[config.mk]
export PLATFORM = sky130hd
export DESIGN_NAME = bitstream_loader
export DESIGN_NICKNAME = d
export VERILOG_FILES = /design/src/rtl/bitstream_loader.sv
export SDC_FILE = /design/constraint.sdc
export NUM_CORES = 1
export LEC_CHECK = 0
export ABC_CLOCK_PERIOD_IN_PS = 4800
export CAP_MARGIN = 20
export CORE_ASPECT_RATIO = 0.8
export CORE_MARGIN = 2
export CORE_UTILIZATION = 35
export CTS_CLUSTER_DIAMETER = 30
export DETAILED_ROUTE_END_ITERATION = 16
export PLACE_DENSITY = 0.55
export RECOVER_POWER = 25
export SYNTH_ARGS = -nofsm -noshare
export SYNTH_HDL_FRONTEND = slang
export SYNTH_SLANG_ARGS = --single-unit
[constraint.sdc]
create_clock -name clk -period 4.8 [get_ports clk]
set_input_delay 0.72 -clock clk [delete_from_list [all_inputs] [get_ports clk]]
set_output_delay 0.72 -clock clk [all_outputs]
set_load 0.01 [all_outputs]
[src/rtl/bitstream_loader.sv]
// rtl/bitstream_loader.sv - byte-fed serial loader for the configuration chain, with loopback readback
module bitstream_loader #(
  parameter int CHAIN_BITS = 17
) (
  input  logic       clk,
  input  logic       nn_reset,
  input  logic       start,
  input  logic [7:0] byte_in,
  input  logic       byte_valid,
  output logic       byte_ready,
  input  logic       bs_ret,
  output logic       bs_out,
  output logic       conf_en,
  output logic [7:0] rb_byte,
  output logic       rb_valid,
  output logic       busy,
  output logic       done
);

  localparam int            CW      = $clog2(CHAIN_BITS + 1);
  localparam logic [CW-1:0] LP_LAST = CW'(CHAIN_BITS);

  typedef enum logic [1:0] {
    S_IDLE,
    S_WAIT_BYTE,
    S_SHIFT,
    S_DONE
  } state_t;

  state_t        r_state;
  state_t        w_next;
  logic [CW-1:0] r_bit_cnt;
  logic [2:0]    r_idx;
  logic [7:0]    r_shift;
  logic [7:0]    r_cap;
  logic [7:0]    r_rb_byte;
  logic          r_rb_valid;

  logic [CW-1:0] w_cnt_inc;
  logic          w_last_bit;
  logic          w_byte_end;
  logic [7:0]    w_cap_next;

  assign w_cnt_inc  = r_bit_cnt + CW'(1);
  assign w_last_bit = (w_cnt_inc == LP_LAST);
  assign w_byte_end = (r_idx == 3'd7);
  assign w_cap_next = {r_cap[6:0], bs_ret};

  assign rb_byte  = r_rb_byte;
  assign rb_valid = r_rb_valid;

  always_ff @(posedge clk) begin
    if (nn_reset) begin
      r_state <= S_IDLE;
    end else begin
      r_state <= w_next;
    end
  end

  // The chain-end test wins over the byte-end test so trailing pad bits of the last byte are dropped.
  always_comb begin
    w_next     = r_state;
    byte_ready = 1'b0;
    conf_en    = 1'b0;
    bs_out     = 1'b0;
    busy       = 1'b0;
    done       = 1'b0;
    case (r_state)
      S_IDLE: begin
        if (start) begin
          w_next = S_WAIT_BYTE;
        end
      end
      S_WAIT_BYTE: begin
        byte_ready = 1'b1;
        busy       = 1'b1;
        if (byte_valid) begin
          w_next = S_SHIFT;
        end
      end
      S_SHIFT: begin
        conf_en = 1'b1;
        busy    = 1'b1;
        bs_out  = r_shift[3'd7 - r_idx];
        if (w_last_bit) begin
          w_next = S_DONE;
        end else if (w_byte_end) begin
          w_next = S_WAIT_BYTE;
        end
      end
      S_DONE: begin
        done   = 1'b1;
        w_next = S_IDLE;
      end
      default: begin
        w_next = S_IDLE;
      end
    endcase
  end

  // Readback bytes are left-aligned so a short final byte lines up with the bits that were written.
  always_ff @(posedge clk) begin
    if (nn_reset) begin
      r_bit_cnt  <= '0;
      r_idx      <= 3'd0;
      r_shift    <= 8'h00;
      r_cap      <= 8'h00;
      r_rb_byte  <= 8'h00;
      r_rb_valid <= 1'b0;
    end else begin
      r_rb_valid <= 1'b0;
      case (r_state)
        S_IDLE: begin
          if (start) begin
            r_bit_cnt <= '0;
            r_cap     <= 8'h00;
          end
        end
        S_WAIT_BYTE: begin
          if (byte_valid) begin
            r_shift <= byte_in;
            r_idx   <= 3'd0;
          end
        end
        S_SHIFT: begin
          r_idx     <= r_idx + 3'd1;
          r_bit_cnt <= w_cnt_inc;
          r_cap     <= w_cap_next;
          if (w_last_bit || w_byte_end) begin
            r_rb_byte  <= w_cap_next << (3'd7 - r_idx);
            r_rb_valid <= 1'b1;
          end
        end
        default: begin
        end
      endcase
    end
  end

endmodule

**Congestion heat map**

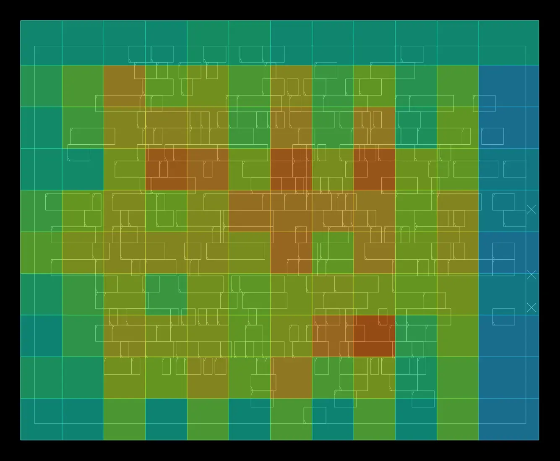
core utilization of the finished layout: 0.431
All-Layer GR Usage: 0.145
met3 usage in global routing: 0.0393
routed length per instance: 13.5 um
grt peak-use layer: met1

**Logic cells by family**

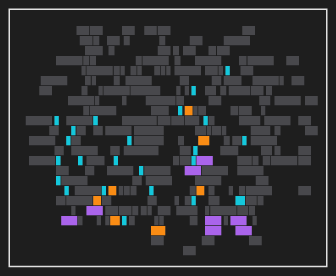
family	color	cells
adder and majority cells	purple	8
AND and OR gates	orange	7
NOR gates	cyan	23
commonest non-fill, non-tap cell in the layout: dfxtp_1
final cell count without fillers: 285
multi-input combinational area share: 0.475

==> flow_summary_export.csv <==
group,metric,value,unit
synth,synth.ff_latch_count,34,
synth,synth.largest_area_cell,"dfxtp_1",
pwr,power.ir.vdd_worst,0.115,mV
job,cap_viol_max_count,0,
clock_network,clock.latency.late_pin,0.29,ns
synth,postSynthNetCount,222,
synth,ff_type,"dfxtp_1",
die,die.size.x,85.9,um
clock_network,holdBufCountCts,0,
pwr,power.internal,0.498,mW
synth,synth_async_sr_flop_share,0,
synth,syn-instance-count,201,
critical_path,end_kind,"output pin",
routing,highest_layer,"met4",
die,std_cell_rows,23,
pwr,clkPwrFrac,0.257,
synth,dominant_kind_of_combinational_cell,"AND-OR/OR-AND gates",
grt,met1_usage,0.246,
layout,sequential_cell_area,681,um^2
critical_path,crit_chain,"inv_1 -> ha_1 -> clkbuf_1 -> clkdlybuf4s50_1",
routing,num_vias,1495,
layout,nFillCells,507,
timing,worst_hold_slack,0.457,ns
die,chipArea,0.00597,mm^2
routing,via_per_inst,5.25,
routing,detail_route.iter0.violations,91,
layout,finalInstanceArea,0.00220,mm^2
routing,met3_length,163,um
job,warnings,30,
grt,antenna_found_initial,0,
grt,gr-total-overflow,0,
clock_network,cts-resized-gates,0,
timing,drv_slew,0,
layout,syn2layout_area_growth,17.1,%
place,pre_cts_ws,2.19,ns
critical_path,worst-path-buf-inv,3,
layout,logic_gates,142,
critical_path,critPathKind,"register to output pin",
synth,mappedNetlistArea,0.00188,mm^2
grt,globalRouteMet2Util,0.164,
layout,inv_count,11,
layout,nonclk_buf_share,0.125,
layout,biggestCellCategory,"combinational gates",
timing,finalClockSkew,0.00642,ns
outcome,run_status,"finished, violations left",
clock_network,cts_max_level,2,
synth,synth.cellmix.compoundShare,0.217,
synth,yosysUniqueCellTypes,42,
timing,post-route-period-util,0.655,
critical_path,worst-endpoint-required,4.08,ns
timing,finalWorstSetupSlack,1.66,ns
timing,rsz_0062_raised_after_global_routing,"false",
layout,antennaDiodeCount,0,
routing,drt_drc_violations_left,3,
die,floorplan.core_util,0.368,
pwr,totalPowerFinal,0.773,mW
critical_path,cp.arrival,2.42,ns
synth,mux_area_frac,0.119,
synth,synth.top_cell.area_share,0.363,
place,dpl-instance-area,0.00213,mm^2
synth,yosys.stat.seqShare,0.363,
grt,maximum_number_of_pins_on_one_net_before_global_route_repair,24,
pwr,net-switching-power,0.275,mW
layout,layout_top_cells,"dfxtp_1 (34), nor2_1 (22), clkdlybuf4s50_1 (22)",
pwr,p_per_area,352,mW/mm^2
critical_path,critical_path.max_stage_delay,0.73,ns
synth,post_synth_fa_ha_maj_area_fraction,0.0533,
synth,synthesis.yosys.warnings,0,
outcome,violations,"DRC",
synth,synthTopCellsByArea,"dfxtp_1 (36%), ha_1 (5.3%), a22oi_1 (4.8%), mux4_2 (4.8%), a21oi_1 (4.5%)",
clock_network,root_buffer,"clkbuf_8",
**Port wiring**

Scale bar: 20 um.
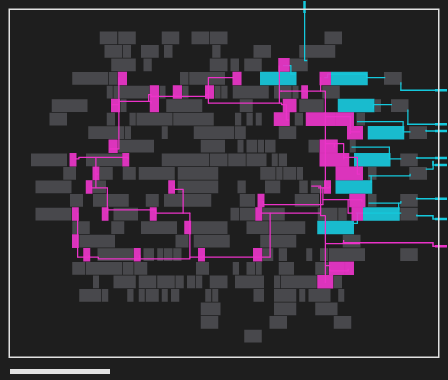
port	color	direction	edge	end cells	buffers	wire
`nn_reset`	magenta	input	right	41	2	347 um
`rb_byte`	cyan	output	7 right, 1 top	8	8	121 um
I/O pin count: 27
quantity of I/O buffers inserted on ports: 26

**Register map, names as in the netlist**

Scale bar: 20 um. Other sequential cells in the stronger gray, the rest of the logic in the fainter gray.
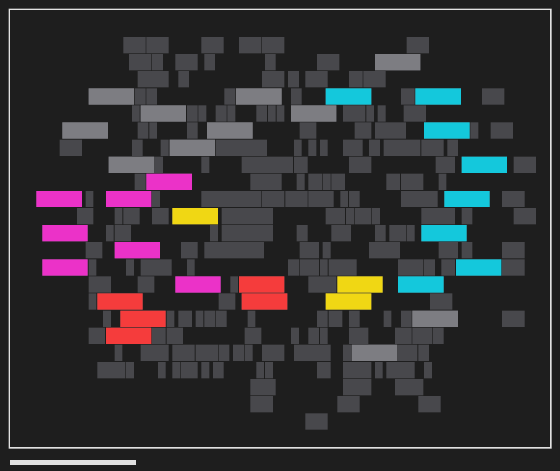
name in the netlist	color	sequential cells
`rb_byte`	cyan	8
`r_bit_cnt`	red	5
`r_idx`	yellow	3
`r_cap`	magenta	7
not colored	11
proportion of cell area occupied by registers: 0.310
sequential logic power: 0.330 mW

==> path summary, 6_finish.rpt <==
path                                 start           end  slack, ns  depth (start not counted)
worst min-delay path            r_shift[2]    r_shift[2]       0.46                          2
worst max register to register  r_state[0]  r_bit_cnt[2]       2.38                          7
worst max-delay path            r_state[0]       conf_en       1.66                          4
worst min register to register  r_shift[2]    r_shift[2]       0.46                          2
==> power groups by stage <==
stage | logic, mW | registers (mW) | clock network, mW
finish | 0.244 | 0.330 | 0.199
global placement | 0.253 | 0.337 | 0
global route | 0.279 | 0.335 | 0.219
CTS | 0.255 | 0.331 | 0.204
floorplan | 0.191 | 0.324 | 0
detailed placement | 0.254 | 0.337 | 0
Power is estimated from default activity; no workload was simulated.
